**src/rtl/sequence_generator.sv**
```systemverilog
// Serial pattern transmitter: sends a latched PAT_W-bit pattern MSB-first, repeated
// repeat_n times with gap idle cycles between repetitions, then pulses done.
module sequence_generator #(
   parameter int PAT_W = 4,
   parameter int CNT_W = 4,
   parameter int GAP_W = 3
) (
   input  logic             clk,
   input  logic             rst,
   input  logic             start,
   input  logic [PAT_W-1:0] pattern,
   input  logic [CNT_W-1:0] repeat_n,
   input  logic [GAP_W-1:0] gap,
   output logic             dout,
   output logic             dout_valid,
   output logic             busy,
   output logic             done,
   output logic [1:0]       state,
   output logic [CNT_W-1:0] sent_count
);

   localparam int BIT_W = $clog2(PAT_W);

   typedef enum logic [1:0] {
      IDLE = 2'b00,
      SEND = 2'b01,
      GAP  = 2'b10,
      DONE = 2'b11
   } state_t;

   state_t             state_q,      state_d;
   logic [PAT_W-1:0]   shift_q,      shift_d;
   logic [BIT_W-1:0]   bit_cnt_q,    bit_cnt_d;
   logic [CNT_W-1:0]   rep_q,        rep_d;
   logic [GAP_W-1:0]   gap_cnt_q,    gap_cnt_d;
   logic [PAT_W-1:0]   pat_q,        pat_d;
   logic [GAP_W-1:0]   gap_q,        gap_d;
   logic [CNT_W-1:0]   sent_count_q, sent_count_d;
   logic               dout_q,       dout_d;
   logic               dout_valid_q, dout_valid_d;
   logic               busy_q,       busy_d;
   logic               done_q,       done_d;
   logic               last_bit_s;

   assign last_bit_s = (bit_cnt_q == BIT_W'(PAT_W - 1));

   // Next-state logic; output flops are loaded with the values of the state being entered,
   // so each registered output lines up with the registered state.
   always_comb begin
      state_d      = state_q;
      shift_d      = shift_q;
      bit_cnt_d    = bit_cnt_q;
      rep_d        = rep_q;
      gap_cnt_d    = gap_cnt_q;
      pat_d        = pat_q;
      gap_d        = gap_q;
      sent_count_d = sent_count_q;
      dout_d       = 1'b0;
      dout_valid_d = 1'b0;
      busy_d       = 1'b0;
      done_d       = 1'b0;

      case (state_q)
         IDLE: begin
            if (start) begin
               pat_d        = pattern;
               gap_d        = gap;
               rep_d        = repeat_n;
               sent_count_d = {CNT_W{1'b0}};
               bit_cnt_d    = {BIT_W{1'b0}};
               gap_cnt_d    = {GAP_W{1'b0}};
               if (repeat_n != {CNT_W{1'b0}}) begin
                  state_d      = SEND;
                  shift_d      = pattern;
                  dout_d       = pattern[PAT_W-1];
                  dout_valid_d = 1'b1;
                  busy_d       = 1'b1;
               end else begin
                  state_d = DONE;
                  shift_d = {PAT_W{1'b0}};
                  done_d  = 1'b1;
               end
            end else begin
               state_d = IDLE;
            end
         end

         SEND: begin
            if (!last_bit_s) begin
               shift_d      = {shift_q[PAT_W-2:0], 1'b0};
               bit_cnt_d    = bit_cnt_q + BIT_W'(1);
               dout_d       = shift_q[PAT_W-2];
               dout_valid_d = 1'b1;
               busy_d       = 1'b1;
            end else begin
               // Pattern complete: rep_q still counts the repetition just finished.
               sent_count_d = sent_count_q + CNT_W'(1);
               rep_d        = rep_q - CNT_W'(1);
               bit_cnt_d    = {BIT_W{1'b0}};
               if (rep_q == CNT_W'(1)) begin
                  state_d = DONE;
                  shift_d = {PAT_W{1'b0}};
                  done_d  = 1'b1;
               end else if (gap_q == {GAP_W{1'b0}}) begin
                  state_d      = SEND;
                  shift_d      = pat_q;
                  dout_d       = pat_q[PAT_W-1];
                  dout_valid_d = 1'b1;
                  busy_d       = 1'b1;
               end else begin
                  state_d   = GAP;
                  shift_d   = {PAT_W{1'b0}};
                  gap_cnt_d = gap_q;
                  busy_d    = 1'b1;
               end
            end
         end

         GAP: begin
            busy_d = 1'b1;
            if (gap_cnt_q == GAP_W'(1)) begin
               state_d      = SEND;
               gap_cnt_d    = {GAP_W{1'b0}};
               shift_d      = pat_q;
               bit_cnt_d    = {BIT_W{1'b0}};
               dout_d       = pat_q[PAT_W-1];
               dout_valid_d = 1'b1;
            end else begin
               gap_cnt_d = gap_cnt_q - GAP_W'(1);
            end
         end

         DONE: begin
            state_d = IDLE;
         end

         default: begin
            state_d   = IDLE;
            shift_d   = {PAT_W{1'b0}};
            bit_cnt_d = {BIT_W{1'b0}};
            rep_d     = {CNT_W{1'b0}};
            gap_cnt_d = {GAP_W{1'b0}};
         end
      endcase
   end

   // State and output registers with synchronous active-low reset.
   always_ff @(posedge clk) begin
      if (!rst) begin
         state_q      <= IDLE;
         shift_q      <= {PAT_W{1'b0}};
         bit_cnt_q    <= {BIT_W{1'b0}};
         rep_q        <= {CNT_W{1'b0}};
         gap_cnt_q    <= {GAP_W{1'b0}};
         pat_q        <= {PAT_W{1'b0}};
         gap_q        <= {GAP_W{1'b0}};
         sent_count_q <= {CNT_W{1'b0}};
         dout_q       <= 1'b0;
         dout_valid_q <= 1'b0;
         busy_q       <= 1'b0;
         done_q       <= 1'b0;
      end else begin
         state_q      <= state_d;
         shift_q      <= shift_d;
         bit_cnt_q    <= bit_cnt_d;
         rep_q        <= rep_d;
         gap_cnt_q    <= gap_cnt_d;
         pat_q        <= pat_d;
         gap_q        <= gap_d;
         sent_count_q <= sent_count_d;
         dout_q       <= dout_d;
         dout_valid_q <= dout_valid_d;
         busy_q       <= busy_d;
         done_q       <= done_d;
      end
   end

   assign dout       = dout_q;
   assign dout_valid = dout_valid_q;
   assign busy       = busy_q;
   assign done       = done_q;
   assign state      = state_q;
   assign sent_count = sent_count_q;

endmodule

```
**config.mk**
```make
export PLATFORM = sky130hd
export DESIGN_NAME = sequence_generator
export DESIGN_NICKNAME = d
export VERILOG_FILES = /design/src/rtl/sequence_generator.sv
export SDC_FILE = /design/constraint.sdc
export NUM_CORES = 1
export LEC_CHECK = 0
export ABC_AREA = 1
export ABC_CLOCK_PERIOD_IN_PS = 2100
export CAP_MARGIN = 5
export CORE_ASPECT_RATIO = 0.9
export CORE_MARGIN = 2
export CORE_UTILIZATION = 32
export CTS_CLUSTER_SIZE = 14
export DETAILED_ROUTE_END_ITERATION = 7
export MAX_ROUTING_LAYER = met4
export PLACE_DENSITY = 0.63
export SYNTH_ARGS = -nofsm -noshare
export SYNTH_HDL_FRONTEND = slang
export SYNTH_SLANG_ARGS = --single-unit
```
**constraint.sdc**
```tcl
create_clock -name clk -period 2.1 [get_ports clk]
set_clock_uncertainty 0.15 [all_clocks]
set_input_delay 0.42 -clock clk [delete_from_list [all_inputs] [get_ports clk]]
set_output_delay 0.42 -clock clk [all_outputs]
set_load 0.05 [all_outputs]
```
==> COMMIT_EDITMSG <==
Add synthesis and place-and-route results

- The report puts the hold buffer count at CTS at 0.
- In the final layout, the multi-input gates occupy 915 um2.
- Mux cell area share after synthesis: 0
- TritonCTS built the clock tree.
* Number of nets in the final layout: 285
* Worst stage delay on the critical path: 0.81 ns
- Yosys reported that registers with async set or reset make up 0.
* Final hold slack: 0.318 ns
- Setup TNS: 0 ns
- Power after layout: 2.85 mW
- Worst-case reg-to-reg path depth: 9
- The first global-routing pass estimated 6590 um of wire.
- AND/OR/NAND/NOR Cells, Area Fraction: 0.261
- Slew Viols, Final: 0
* Non-filler instance count after layout: 327
- In this run, CTS created clock tree buffers numbering 5.
* Transition time of the tightest slew-check pin: 0.490 ns
- DRT antenna net count: 0
* Placer congestion estimate: 0.821
- The H-tree was split into 2 levels.
* Setup Slack @ Placement: 0.219 ns
* Launching element type of the critical path: flop
- Total of flip-flops plus latches after synthesis: 29
- The final timing report lists a hold violation count of 0.
- Ports: 24
* Setup repair bufs after CTS: 0
- The number of placed instances, taps included, is 319.
- The script reports the combined buffer and inverter count of the critical path as 1.
- The final timing report derives a shortest allowable period of 2.01 ns.
- Number of warnings printed during yosys synthesis: 0
- Total DRC errors in the routed layout: 0
* Quantity of I/O buffers inserted on ports: 23
- Maximum capacitance violations: 0
* Via count: 1,538
- Setup crit end: sent_count[3]
* Taps Inserted: 65
- Before any placement, the netlist area is recorded as 1640 um2.
- Post-CTS sizing: 0
- Per the synthesis report, the XOR/XNOR share of the synthesized area is 0.00535.
- The layout report lists the non-clock buffer share of cell area as 0.123.
* RSZ-0062 raised after global routing: false
- Looking at the hold checks, the worst path lands on shift_q[2]$_SDFFE_PN0P_.
- In the post-route analysis, the smallest setup slack over all paths is 0.0884 ns.
* Highest-count cells in the layout ignoring fill and taps: sky130_fd_sc_hd__nand2_1 (58), sky130_fd_sc_hd__dfxtp_1 (29), sky130_fd_sc_hd__inv_1 (24)
- The tightest min-delay check is of the flop to flop type.
* Number of combinational gates with multiple inputs: 169
- Combinational share of cell area: 0.453
- Entering global routing, the biggest net connects 19 pins.
- Worst-case register-to-register setup slack: 0.24 ns
- Combinational family with the most area after synthesis: simple AND/OR/NAND/NOR gates
- Data required time at the worst endpoint: 1.53 ns
- Once detailed placement completed, the half-perimeter wirelength came to 2830 um.
- Headroom to the max-slew limit came out at 0.672.
* Result of the run: finished, final reports clean
- The commonest cells after synthesis are sky130_fd_sc_hd__nand2_1 (58), sky130_fd_sc_hd__dfxtp_1 (29), sky130_fd_sc_hd__inv_1 (24).
* Nonclk inv count: 29
- Clock buffers in the final layout number 8.
* Routed Wire Length: 3820 um
- Post-synth area from yosys stat: 1640 um2
* Worst endpoint data arrival time: 1.44 ns
- Launch instance of the worst register-to-register path: state[1]$_SDFFE_PN0P_
* WL/cell: 11.7 um
- Per the synthesis report, the AND-OR/OR-AND share of the synthesized area is 0.215.
* Startpoint of the worst setup timing path: sent_count[3]$_SDFFE_PN0P_
* Clock buf/inv share: 0.0396
- The via count of the first global-routing pass is 1,421.
- Per the OpenROAD power report, leakage power amounts to 0.881 nW.
- Clock Pin Slew Worst Setup and Hold Paths: 0.06 ns
* End of the worst register-to-register path: sent_count[2]$_SDFFE_PN0P_
- Count of tool warnings: 31
- Number of antenna diodes: 0
- In the Yosys report the total cell count is 232.
* Sequential standard cell area: 581 um2
- Of the post-synthesis cell area, the dominant cell type holds 0.354.
* Share of synthesized cell area in full adder, half adder and majority cells: 0.0764
* Initial antenna violation count: 0
- The script computed a power per unit cell area of 1410 nW/um2.
- Synth Flop Type: sky130_fd_sc_hd__dfxtp_1
- Final critical-path share of the clock period: 0.958
* Detailed Routing Iterations Pass 1: 4
- The launch point of the worst min-delay path is recorded as shift_q[2]$_SDFFE_PN0P_.
- GRT Residual Overflow: 0
- Biggest fanout along the worst timing path: 3
==> cell families after synthesis <==
kind of cell | Yosys count
buf+inv | 34
fa+ha+maj | 10
simple gates | 100
compound gates | 58
xor+xnor | 1
flops | 29
==> routing by layer <==
metal / up-vias / track usage / part of all wire
met5: - / - / 0
met4: 0 / 0.0747 / 0.024
met3: 9 / 0.0290 / 0.058
met2: 40 / 0.221 / 0.42
met1: 674 / 0.205 / 0.50
li1: 815 / - / -
==> power by group <==
group	switching (mW)	internal, mW	total, mW
Sequential	0.112	0.736	0.848
Combinational	1.03	0.539	1.57
Clock	0.201	0.235	0.436
==> flip-flops by register name (all words and copies together) (netlist names) <==
name and count:
busy 1, sent_count 4, gap_cnt_q 3, done 1, dout_valid 1, pat_q 4, bit_cnt_q 2, shift_q 3
state 2, dout 1, gap_q 3, rep_q 4
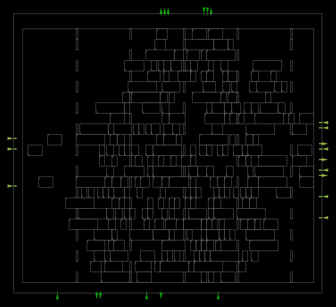
Figure 1: cell placement.
number of rows in the core area: 24
number of flip-flops and latches: 29

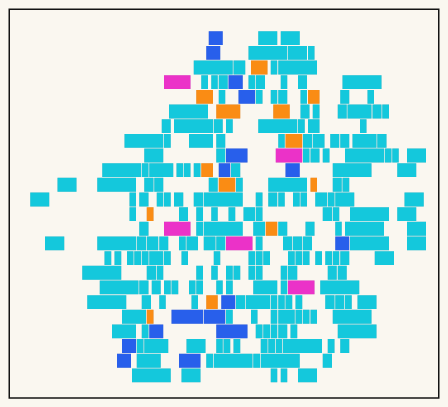
Figure 2: sizing map.
size	colour	cells	share
x1 and smaller	cyan	228	87%
x2	orange	13	5.0%
x3 and x4	blue	16	6.1%
x6 and larger	magenta	5	1.9%
Area Growth Syn to Fin: 23.4%
non-clock buffer instance count of the final layout: 27
final non-filler cell area: 2020 um2

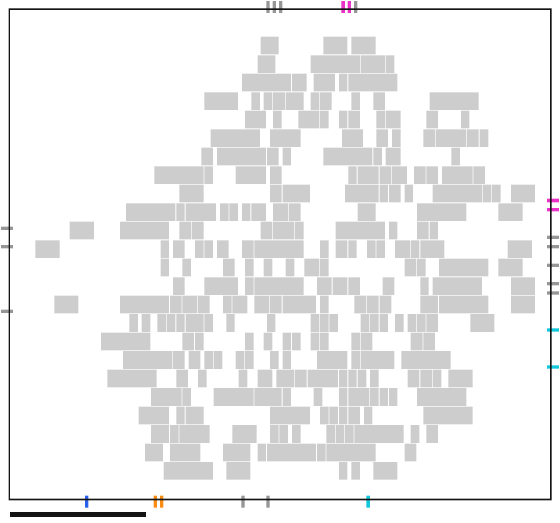
Figure 3: ports around the boundary.
Bar = 20 um. Pins as bars across the die edge, other pins in grey.
port	colour	pins	direction	edge
`state`	orange	2	output	bottom
`clk`	blue	1	input	bottom
`gap`	cyan	3	input	2 right, 1 bottom
`repeat_n`	magenta	4	input	2 right, 2 top
vertical die size: 71.9 um
Die W: 79.4 um

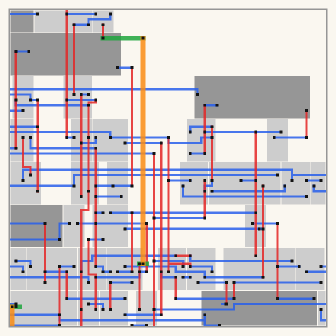
Figure 4: zoomed window.
Region (50, 44) to (70, 64) um. Cells in grey, sequential cells in the stronger grey; small squares are vias.
layer	colour
M1	blue
M2	red
M3	green
M4	orange
cells with their middle in the window	34
netlist names of flops here include	`rep_q` (3)
most frequent	nand2_1 (5), o21ai_0 (5), inv_1 (4)
sequential cells in the window	3

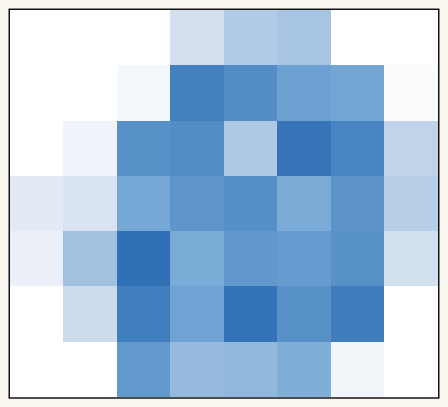
Figure 5: cell area per tile.
The die is cut into 8 by 7 equal tiles; white is low, dark blue is high, 0 to 100% covered.
mean over tiles	34%
nearly empty tiles	23%
emptiest ninth of the die	upper left
fullest tile	74%
Core Region: 4890 um2
final core utilization: 0.413
fp_density: 0.335

Power and IR drop assume default switching activity.
